$ cat src/rtl/genius_ctrl.sv
// Memory-game controller: shows a growing random color sequence, then checks player presses.
// Optional GENIUS_TIMEOUT_EN: a timer-backed deadline for each expected press.
module genius_ctrl (
    input  logic       clock,
    input  logic       reset,
    input  logic       start,
    input  logic [3:0] btn,
    input  logic [1:0] level,
    output logic [1:0] timer_set,
    input  logic       timer_pronto,
    output logic [3:0] led,
    output logic [4:0] score,
    output logic       busy,
    output logic       win,
    output logic       lose
);

    typedef enum logic [2:0] {
        StIdle, StGen, StShowOn, StShowOff, StGap, StWaitIn, StWin, StLose
    } state_e;

    state_e      state_q, state_d;
    state_e      gap_ret_q, gap_ret_d;
    logic        gap_cnt_q, gap_cnt_d;
    logic        first_q, first_d;
    logic [4:0]  r_q, r_d;
    logic [3:0]  i_q, i_d;
    logic [1:0]  lvl_q, lvl_d;
    logic [15:0] lfsr_q, lfsr_d;
    logic [1:0]  seq_q [16];
    logic        seq_we;
    logic [1:0]  seq_nx;

    logic [3:0]  led_q, led_d;
    logic [1:0]  timer_set_q, timer_set_d;
    logic [4:0]  score_q, score_d;
    logic        busy_q, busy_d;
    logic        win_q, win_d;
    logic        lose_q, lose_d;
    logic [3:0]  echo_d;

    function automatic logic [3:0] onehot(input logic [1:0] c);
        return 4'b0001 << c;
    endfunction

    assign lfsr_d = {lfsr_q[14:0], lfsr_q[15] ^ lfsr_q[13] ^ lfsr_q[12] ^ lfsr_q[10]};

    always_comb begin
        state_d   = state_q;
        gap_ret_d = gap_ret_q;
        gap_cnt_d = gap_cnt_q;
        first_d   = 1'b0;
        r_d       = r_q;
        i_d       = i_q;
        lvl_d     = lvl_q;
        seq_we    = 1'b0;
        score_d   = score_q;
        busy_d    = busy_q;
        win_d     = win_q;
        lose_d    = lose_q;
        echo_d    = 4'b0000;
        unique case (state_q)
            StIdle, StWin, StLose: begin
                if (start) begin
                    score_d = 5'd0;
                    win_d   = 1'b0;
                    lose_d  = 1'b0;
                    r_d     = 5'd0;
                    busy_d  = 1'b1;
                    lvl_d   = (level == 2'b00) ? 2'b01 : level;
                    state_d = StGen;
                end
            end
            StGen: begin
                seq_we  = 1'b1;
                r_d     = r_q + 5'd1;
                i_d     = 4'd0;
                first_d = 1'b1;
                state_d = StShowOn;
            end
            StShowOn: begin
                if (!first_q && timer_pronto) begin
                    gap_ret_d = StShowOff;
                    gap_cnt_d = 1'b0;
                    state_d   = StGap;
                end
            end
            StShowOff: begin
                if (!first_q && timer_pronto) begin
                    gap_cnt_d = 1'b0;
                    state_d   = StGap;
                    if (5'(i_q) == r_q - 5'd1) begin
                        i_d       = 4'd0;
                        gap_ret_d = StWaitIn;
                    end else begin
                        i_d       = i_q + 4'd1;
                        gap_ret_d = StShowOn;
                    end
                end
            end
            StGap: begin
                if (gap_cnt_q) begin
                    first_d = 1'b1;
                    state_d = gap_ret_q;
                end else begin
                    gap_cnt_d = 1'b1;
                end
            end
            StWaitIn: begin
                if (btn != 4'b0000) begin
                    if (btn == onehot(seq_q[i_q])) begin
                        if (5'(i_q) + 5'd1 == r_q) begin
                            // r never exceeds 16, so score saturates naturally
                            score_d = r_q;
                            i_d     = 4'd0;
                            if (r_q == 5'd16) begin
                                win_d   = 1'b1;
                                busy_d  = 1'b0;
                                state_d = StWin;
                            end else begin
                                gap_ret_d = StGen;
                                gap_cnt_d = 1'b0;
                                state_d   = StGap;
                            end
                        end else begin
                            i_d = i_q + 4'd1;
`ifdef GENIUS_TIMEOUT_EN
                            gap_ret_d = StWaitIn;
                            gap_cnt_d = 1'b0;
                            state_d   = StGap;
`else
                            echo_d = btn;
`endif
                        end
                    end else begin
                        lose_d  = 1'b1;
                        busy_d  = 1'b0;
                        state_d = StLose;
                    end
                end
`ifdef GENIUS_TIMEOUT_EN
                else if (!first_q && timer_pronto) begin
                    lose_d  = 1'b1;
                    busy_d  = 1'b0;
                    state_d = StLose;
                end
`endif
            end
            default: state_d = StIdle;
        endcase
    end

    // Outputs are registered from the next state so they line up with it.
    assign seq_nx = (seq_we && (r_q[3:0] == i_d)) ? lfsr_q[1:0] : seq_q[i_d];

    always_comb begin
        led_d       = 4'b0000;
        timer_set_d = 2'b00;
        unique case (state_d)
            StShowOn: begin
                led_d       = onehot(seq_nx);
                timer_set_d = lvl_q;
            end
            StShowOff: timer_set_d = lvl_q;
            StWaitIn: begin
                led_d = echo_d;
`ifdef GENIUS_TIMEOUT_EN
                timer_set_d = 2'b11;
`endif
            end
            StWin:   led_d = 4'b1111;
            default: led_d = 4'b0000;
        endcase
    end

    always_ff @(posedge clock) begin
        if (reset) begin
            state_q     <= StIdle;
            gap_ret_q   <= StIdle;
            gap_cnt_q   <= 1'b0;
            first_q     <= 1'b0;
            r_q         <= 5'd0;
            i_q         <= 4'd0;
            lvl_q       <= 2'b01;
            lfsr_q      <= 16'hACE1;
            led_q       <= 4'b0000;
            timer_set_q <= 2'b00;
            score_q     <= 5'd0;
            busy_q      <= 1'b0;
            win_q       <= 1'b0;
            lose_q      <= 1'b0;
        end else begin
            state_q     <= state_d;
            gap_ret_q   <= gap_ret_d;
            gap_cnt_q   <= gap_cnt_d;
            first_q     <= first_d;
            r_q         <= r_d;
            i_q         <= i_d;
            lvl_q       <= lvl_d;
            lfsr_q      <= lfsr_d;
            led_q       <= led_d;
            timer_set_q <= timer_set_d;
            score_q     <= score_d;
            busy_q      <= busy_d;
            win_q       <= win_d;
            lose_q      <= lose_d;
        end
    end

    always_ff @(posedge clock) begin
        if (seq_we && !reset) begin
            seq_q[r_q[3:0]] <= lfsr_q[1:0];
        end
    end

    assign led       = led_q;
    assign timer_set = timer_set_q;
    assign score     = score_q;
    assign busy      = busy_q;
    assign win       = win_q;
    assign lose      = lose_q;

endmodule

$ cat config.mk
export PLATFORM = sky130hd
export DESIGN_NAME = genius_ctrl
export DESIGN_NICKNAME = d
export VERILOG_FILES = /design/src/rtl/genius_ctrl.sv
export SDC_FILE = /design/constraint.sdc
export NUM_CORES = 1
export LEC_CHECK = 0
export CORE_UTILIZATION = 43
export CTS_CLUSTER_DIAMETER = 200
export DETAILED_ROUTE_END_ITERATION = 16
export PLACE_DENSITY_LB_ADDON = 0.08
export SLEW_MARGIN = 10
export SYNTH_ARGS = -nofsm -noshare
export SYNTH_HDL_FRONTEND = slang
export SYNTH_SLANG_ARGS = --single-unit
export TNS_END_PERCENT = 20
$ cat constraint.sdc
create_clock -name clock -period 8.8 [get_ports clock]
set_input_delay 1.76 -clock clock [delete_from_list [all_inputs] [get_ports clock]]
set_output_delay 1.76 -clock clock [all_outputs]
set_load 0.01 [all_outputs]
==> images/layers.png <==
Only two layers are drawn.
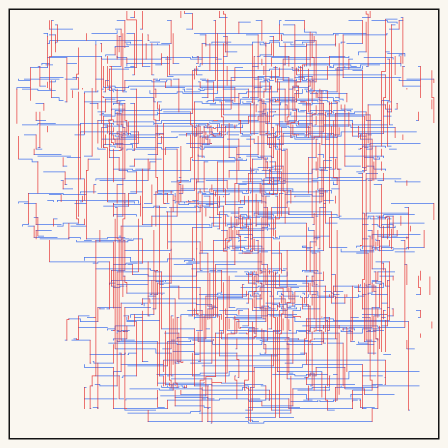
Key: M2 = red [wire length 4780 µm]; M1 = blue [wire length 4980 µm]
Via Count: 3380
WL per Instance: 17.2 µm
routed wire length: 10400 µm

==> images/floorplan.png <==
Scale bar: 20 µm. Pins as bars on the die edge. Tap cells in gray.
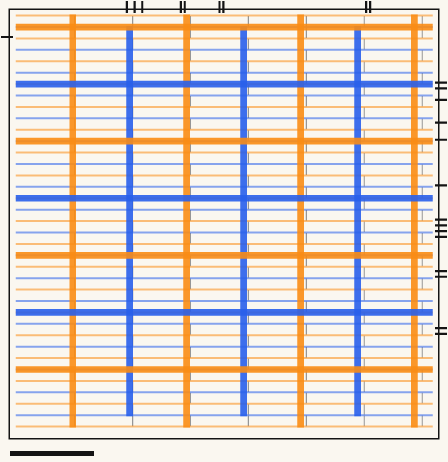
Key: VDD = blue; VSS = orange
133 tap cells. 7 straps on met5. 24 signal pins sit on the boundary. 7 straps on met4.
die width: 102 µm
Die Span Y: 102 µm
peak supply drop: 131 µV
core area: 0.00973 mm²

==> images/ff_map.png <==
Other sequential cells in the stronger gray, the rest of the logic in the fainter gray.
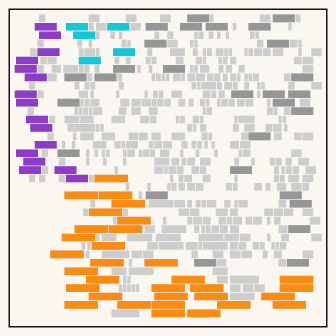
Key: seq_q = orange [sequential cells 32]; lfsr_q = purple [sequential cells 16]; score = cyan [sequential cells 5, where north-west]
Another 28 sequential cells are not colored.
sequential power: 0.000477 W
final core area utilization: 0.497
fraction of area in registers: 0.401
FF/Latch Area: 0.00194 mm²

==> CHANGELOG.md <==
### Metrics

- Largest net degree at the start of global routing: 44
- Mux cell area share: 0.0934
- Pwr Density: 240 mW/mm²
- Final-report setup violation count: 0
- Reg clk slew, reported paths: 0.09 ns
- First-pass GRT wire length: 16500 µm
- Syn Inst Count: 453
- Worst Skew: 0.00582 ns
- Ys async rst share: 0
- Via density: 5.59
- MaxCap Viol Count: 0
- Max-area cell share: 0.228
- CP endpoint kind: flip-flop
- Area leader, netlist: dfxtp_1
- GR peak layer: met2
- Status: completed
- Mean Syn Cell Area: 9.49 µm²
- # rows: 36
- CP max FO: 10
- Min-Delay Endpoint: lfsr_q[5]
- Post-Synth Simple-Gate Area: 0.221
- Die Area: 0.0104 mm²
- RePlAce Congestion: 0.850
- WHS Path Cells: 1
- Main logic family: simple AND/OR/NAND/NOR gates
[per-layer routing]
metal	vias to the layer above	routed length [µm]
li1	1671	-
met1	1600	4980
met4	0	102
met5	-	0
met2	100	4780
met3	9	563
[placed cells by master (no fill, tap or decap), types with 15 or more instances in the layout]
cell,instances
dfxtp_1,49
edfxtp_1,32
clkdlybuf4s50_1,23
nand2_1,53
a21oi_1,30
nor2b_1,15
nor2_1,44
nand3_1,19
mux2i_1,15
[worst max-delay path, stage by stage]
cell and delay, ns:
clkdlybuf4s50_1 0.52, nor2b_1 0.30, nand3_1 0.13, a31oi_1 0.24
nor2_1 0.19, a211oi_1 0.54, or4_1 0.36, and2_4 0.28
mux2_1 0.35, o211ai_1 0.16, nand3_1 0.14, o22a_1 0.20
o32ai_1 0.26
[power breakdown]
group | switching (W) | internal [W]
registers | 0.0000529 | 0.000425
logic | 0.000219 | 0.000163
clock network | 0.000145 | 0.000157
[flip-flops by register name, indices dropped and copies added, names as in the netlist, 2 cells and up]
signal	count
r_q	5
gap_ret_q	3
lvl_q	2
seq_q	32
state_q	3
lfsr_q	16
score	5
led	4
i_q	4
timer_set	2
[through the flow]
step                       util  setup WS, ns  power (W)  cell area (µm²)  hold slack [ns]
after floorplan               -          4.21   0.000765             4300            0.389
after CTS                 0.497          3.71    0.00117             4840            0.417
after global routing      0.497          3.38    0.00123             4840            0.446
final                     0.497          3.63    0.00116             4840            0.416
after detailed placement  0.473          3.36   0.000866             4610            0.397
after global placement    0.473          3.46   0.000863             4610            0.397
[cell type report]
cell class	count	area, µm²
Clock buffer	12	199
Clock inverter	4	33.8
Fill cell	910	4890
Inverter	12	45.0
Multi-Input combinational cell	338	2210
Sequential cell	81	1940
Tap cell	133	166
Timing Repair Buffer	25	245
Power figures rest on the tool's default switching activity, not on a simulated workload.
